metal_stack.png
Scale: 4 px per micron. Only two layers are drawn.
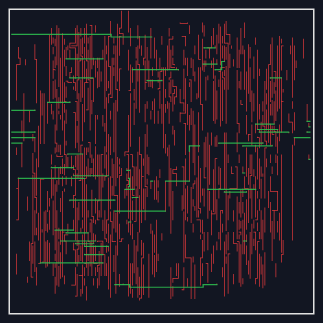
final_placement.png
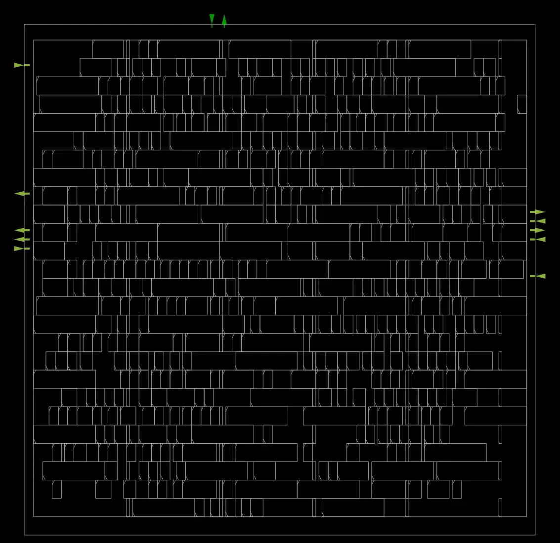
pins.png
Scale: 6 px per micron. Pins as bars across the die edge, other pins in grey.
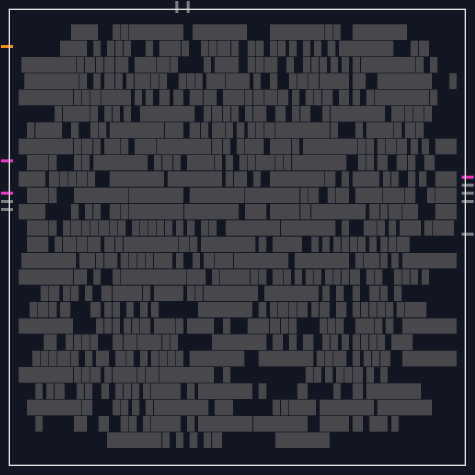
met2.png
Scale: 6 px per micron.
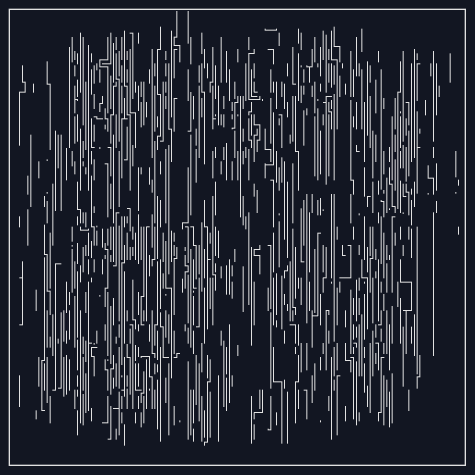
### config.mk
export PLATFORM = sky130hd
export DESIGN_NAME = btn_event_stretcher_flat
export DESIGN_NICKNAME = d
export VERILOG_FILES = /design/src/rtl/btn_event_stretcher_pkg.sv /design/src/rtl/btn_event_stretcher_if.sv /design/src/rtl/btn_event_stretch_chan.sv /design/src/rtl/btn_event_stretcher.sv /design/src/flat_wrapper.sv
export SDC_FILE = /design/constraint.sdc
export NUM_CORES = 1
export LEC_CHECK = 0
export ABC_AREA = 1
export ABC_CLOCK_PERIOD_IN_PS = 5800
export CAP_MARGIN = 20
export CORE_MARGIN = 1
export CORE_UTILIZATION = 66
export DETAILED_ROUTE_END_ITERATION = 10
export PLACE_DENSITY = 0.91
export SLEW_MARGIN = 5
export SYNTH_ARGS = -nofsm -noshare
export SYNTH_HDL_FRONTEND = slang
export SYNTH_SLANG_ARGS = --single-unit
### constraint.sdc
create_clock -name clk -period 5.8 [get_ports clk]
set_input_delay 1.16 -clock clk [delete_from_list [all_inputs] [get_ports clk]]
set_output_delay 1.16 -clock clk [all_outputs]
set_load 0.01 [all_outputs]
### src/rtl/btn_event_stretcher_pkg.sv
// ============================================================================
// btn_event_stretcher_pkg : shared state encoding and counter sizing
// Rev 1.0
// ============================================================================
`default_nettype none

package btn_event_stretcher_pkg;

  // Encoding 2'b11 is unused and is steered back to idle by the channel FSM.
  typedef enum logic [1:0] {
    ST_IDLE = 2'd0,
    ST_ON   = 2'd1,
    ST_OFF  = 2'd2
  } stretch_state_e;

  function automatic int cnt_width(input int a, input int b);
    return $clog2((a > b) ? a : b) + 1;
  endfunction

endpackage

`default_nettype wire

### src/rtl/btn_event_stretcher_if.sv
// ============================================================================
// btn_event_stretcher_if : event strobes in, stretched pulses and busy out
// Rev 1.0
// ============================================================================
`default_nettype none

interface btn_event_stretcher_if #(
  parameter int N_CHANNELS = 3
);
  logic                  e_debug;
  logic [N_CHANNELS-1:0] evts_in;
  logic [N_CHANNELS-1:0] pulses_out;
  logic [N_CHANNELS-1:0] busy;

  modport master (
    output e_debug,
    output evts_in,
    input  pulses_out,
    input  busy
  );

  modport slave (
    input  e_debug,
    input  evts_in,
    output pulses_out,
    output busy
  );
endinterface

`default_nettype wire

### src/rtl/btn_event_stretch_chan.sv
// ============================================================================
// btn_event_stretch_chan : one channel, active-low strobe -> N-blink train
// Rev 1.0
// ============================================================================
`default_nettype none

module btn_event_stretch_chan
  import btn_event_stretcher_pkg::*;
#(
  parameter int ON_CLKS  = 25000,
  parameter int OFF_CLKS = 25000,
  parameter int N_BLINKS = 2
) (
  input  wire logic clk,
  input  wire logic rst,
  input  wire logic evt_n_i,
  output logic      pulse_o,
  output logic      busy_o
);

  localparam int CYC_W = cnt_width(ON_CLKS, OFF_CLKS);
  localparam int BLK_W = $clog2(N_BLINKS) + 1;

  localparam logic [CYC_W-1:0] C_ON_LAST  = CYC_W'(ON_CLKS - 1);
  localparam logic [CYC_W-1:0] C_OFF_LAST = CYC_W'(OFF_CLKS - 1);
  localparam logic [BLK_W-1:0] C_BLK_LAST = BLK_W'(N_BLINKS - 1);

  stretch_state_e   state_q, state_d;
  logic [CYC_W-1:0] cyc_q, cyc_d;
  logic [BLK_W-1:0] blink_q, blink_d;

  always_ff @(posedge clk or posedge rst) begin
    if (rst) begin
      state_q <= ST_IDLE;
      cyc_q   <= '0;
      blink_q <= '0;
    end else begin
      state_q <= state_d;
      cyc_q   <= cyc_d;
      blink_q <= blink_d;
    end
  end

  always_comb begin
    state_d = state_q;
    cyc_d   = cyc_q;
    blink_d = blink_q;
    // A strobe restarts the train from any state, ahead of terminal counts.
    if (!evt_n_i) begin
      state_d = ST_ON;
      cyc_d   = '0;
      blink_d = '0;
    end else begin
      case (state_q)
        ST_IDLE: begin
          cyc_d   = '0;
          blink_d = '0;
        end
        ST_ON: begin
          if (cyc_q == C_ON_LAST) begin
            state_d = ST_OFF;
            cyc_d   = '0;
          end else begin
            cyc_d = cyc_q + CYC_W'(1);
          end
        end
        ST_OFF: begin
          if (cyc_q == C_OFF_LAST) begin
            cyc_d = '0;
            if (blink_q == C_BLK_LAST) begin
              state_d = ST_IDLE;
              blink_d = '0;
            end else begin
              state_d = ST_ON;
              blink_d = blink_q + BLK_W'(1);
            end
          end else begin
            cyc_d = cyc_q + CYC_W'(1);
          end
        end
        default: begin
          state_d = ST_IDLE;
          cyc_d   = '0;
          blink_d = '0;
        end
      endcase
    end
  end

  assign pulse_o = (state_q == ST_ON);
  assign busy_o  = (state_q == ST_ON) || (state_q == ST_OFF);

endmodule

`default_nettype wire

### src/rtl/btn_event_stretcher.sv
// ============================================================================
// btn_event_stretcher : per-channel blink-train stretcher with debug bypass
// Rev 1.0
// ============================================================================
`default_nettype none

module btn_event_stretcher
  import btn_event_stretcher_pkg::*;
#(
  parameter int ON_CLKS    = 25000,
  parameter int OFF_CLKS   = 25000,
  parameter int N_BLINKS   = 2,
  parameter int N_CHANNELS = 3
) (
  input wire logic              clk,
  input wire logic              rst,
  btn_event_stretcher_if.slave  bus
);

  logic [N_CHANNELS-1:0] w_pulses;
  logic [N_CHANNELS-1:0] w_busy;

  for (genvar g = 0; g < N_CHANNELS; g++) begin : g_chan
    btn_event_stretch_chan #(
      .ON_CLKS  (ON_CLKS),
      .OFF_CLKS (OFF_CLKS),
      .N_BLINKS (N_BLINKS)
    ) u_chan (
      .clk     (clk),
      .rst     (rst),
      .evt_n_i (bus.evts_in[g]),
      .pulse_o (w_pulses[g]),
      .busy_o  (w_busy[g])
    );
  end

  // Bypass only swaps the visible output; channel FSMs keep running.
  assign bus.pulses_out = bus.e_debug ? ~bus.evts_in : w_pulses;
  assign bus.busy       = w_busy;

endmodule

`default_nettype wire

### src/flat_wrapper.sv
// flat-port wrapper written by rule: the top's interface ports become plain ports
module btn_event_stretcher_flat import btn_event_stretcher_pkg::*;
#(
  parameter int ON_CLKS    = 25000,
  parameter int OFF_CLKS   = 25000,
  parameter int N_BLINKS   = 2,
  parameter int N_CHANNELS = 3
)
  (clk, rst, bus_e_debug, bus_evts_in, bus_pulses_out, bus_busy);
  btn_event_stretcher_if #(.N_CHANNELS(N_CHANNELS)) bus_i ();
  input wire logic clk;
  input wire logic rst;
  input wire logic [$bits(bus_i.e_debug)-1:0] bus_e_debug;
  input wire logic [$bits(bus_i.evts_in)-1:0] bus_evts_in;
  output wire logic [$bits(bus_i.pulses_out)-1:0] bus_pulses_out;
  output wire logic [$bits(bus_i.busy)-1:0] bus_busy;
  assign bus_i.e_debug = bus_e_debug;
  assign bus_i.evts_in = bus_evts_in;
  assign bus_pulses_out = bus_i.pulses_out;
  assign bus_busy = bus_i.busy;
  btn_event_stretcher #(.ON_CLKS(ON_CLKS), .OFF_CLKS(OFF_CLKS), .N_BLINKS(N_BLINKS), .N_CHANNELS(N_CHANNELS)) u_core (.clk(clk), .rst(rst), .bus(bus_i));
endmodule
==> impl_metrics.csv <==
group,metric,value,unit
place,dp_hpwl,5.47,mm
detailed_routing,route.final.wire_length,7.79,mm
critical_path,start_kind,"primary input",
critical_path,r2r-end,"u_core.g_chan[2].u_chan.cyc_q[7]",
worst_hold_path,holdPathStages,1,
detailed_routing,avgViaCountPerCell,5.42,
floorplanning,chipWidth,75.8,microns
clocking,cts_tree,"yes",
detailed_routing,antenna_left,0,
critical_path,required,4640,ps
power_and_ir_drop,ir_worst_vdd,0.225,mV
grt,grt-busiest-layer,"met2",
clocking,cts.sinks,60,
critical_path,r2r_start,"u_core.g_chan[2].u_chan.cyc_q[0]",
synthesis,postSynthSeqShare,41.8,%
worst_hold_path,min-delay-start,"u_core.g_chan[1].u_chan.cyc_q[0]",
worst_hold_path,min-delay-path-class,"register to register",
synthesis,netlist_instances,502,
layout,regArea,0.00150,sq mm
run_status,status,"finished, final reports clean",
synthesis,edf_count,0,
grt,grt_pass1_vias,3009,
final_timing,skew,10.6,ps
clocking,cts_buffers,9,
layout,fillers,391,
critical_path,crit_end,"bus_pulses_out[1]",
synthesis,yosys_cells,502,
final_timing,setup_viol,0,
power_and_ir_drop,power.total,1240,uW
critical_path,critPathLaunch,"bus_evts_in[1]",
synthesis,most_common_cell,"nand2_1",
critical_path,path_max_fanout,8,
final_timing,hold_violations,0,
floorplanning,design.portCount,12,
layout,fin_nets,538,
grt,use_met1,36.4,%
power_and_ir_drop,power.density,313,mW/mm^2
place,placed_cells,579,
clocking,hold_buffers,0,
synthesis,area_leaders,"dfrtp_1, nand2_1, nor2_1, inv_1, nand3_1",
critical_path,path_class,"primary input to output port",
final_timing,min_period,3690,ps
synthesis,ys_warn_count,0,
floorplanning,die_area,0.00574,sq mm
About metal_stack.png:
met3: in green, wire length 316 microns. met2: in red, wire length 3,860 microns.

About final_placement.png:
Seq cells: 60
post-route insts no fill: 594
n_taps: 70
Core Util, Final: 76.3%

About pins.png:
bus_pulses_out: in magenta, pins 3, direction output, edge 2 left, 1 right. clk: in orange, pins 1, direction input, edge left.
All pins by edge: 5 left, 5 right, 2 top.

About met2.png:
The wires run mostly vertical. The longest straight run is 24.5 microns.

-- worst max-delay path, cell delays in order --
cell	delay, ps
clkdlybuf4s50_1	550
o21ai_0	250
clkdlybuf4s50_1	570
-- routing by layer --
| layer | up-vias | part of all wire [%] |
|---|---|---|
| li1 | 1597 | - |
| met5 | - | 0 |
| met2 | 85 | 50 |
| met1 | 1522 | 45 |
| met4 | 0 | 1.8 |
| met3 | 13 | 4.1 |
-- layout make-up --
| type | instances | share of cell area (%) |
|---|---|---|
| multi-input cells | 359 | 44.7 |
| clock inverters | 2 | 0.887 |
| well taps | 70 | 2.22 |
| clock buffers | 13 | 3.77 |
| inverters | 78 | 7.42 |
| flip-flops and latches | 60 | 38.0 |
| repair buffers | 12 | 2.98 |
-- cells by family (layout without fill, tap and decap cells) --
kind of cell               Yosys count  count (layout)  share of synthesized area (%)
DFF                                 60              60                           41.8
adders and majority gates           12              12                           4.18
buffers and inverters               83             105                           9.09
and+or+nand+nor                    316             316                           39.4
AOI/OAI and AO/OA                   22              22                           3.38
xor gates and xnor gates             9               9                           2.19
-- metrics by stage --
stage / instance area (sq um) / setup slack (ps) / hold slack, ps
after floorplan: 3590 / 3000 / 432
after global placement: 3760 / 2120 / 448
after detailed placement: 3760 / 2150 / 467
after CTS: 3950 / 2120 / 475
after global routing: 3950 / 2060 / 508
final: 3950 / 2110 / 476
-- where the power goes --
part,leakage [uW],switching (uW),internal [uW]
sequential,0.000827,30.8,456
combinational,0.000909,243,143
clock,0.0000935,157,208
total,0.00183,431,806
-- registers in the layout, indices dropped and copies added, names as in the netlist --
name                          cells
u_core.g_chan.u_chan.blink_q      6
u_core.g_chan.u_chan.cyc_q       48
u_core.g_chan.u_chan.state_q      6
No activity file was given, so power comes from the tool's default toggle rates.
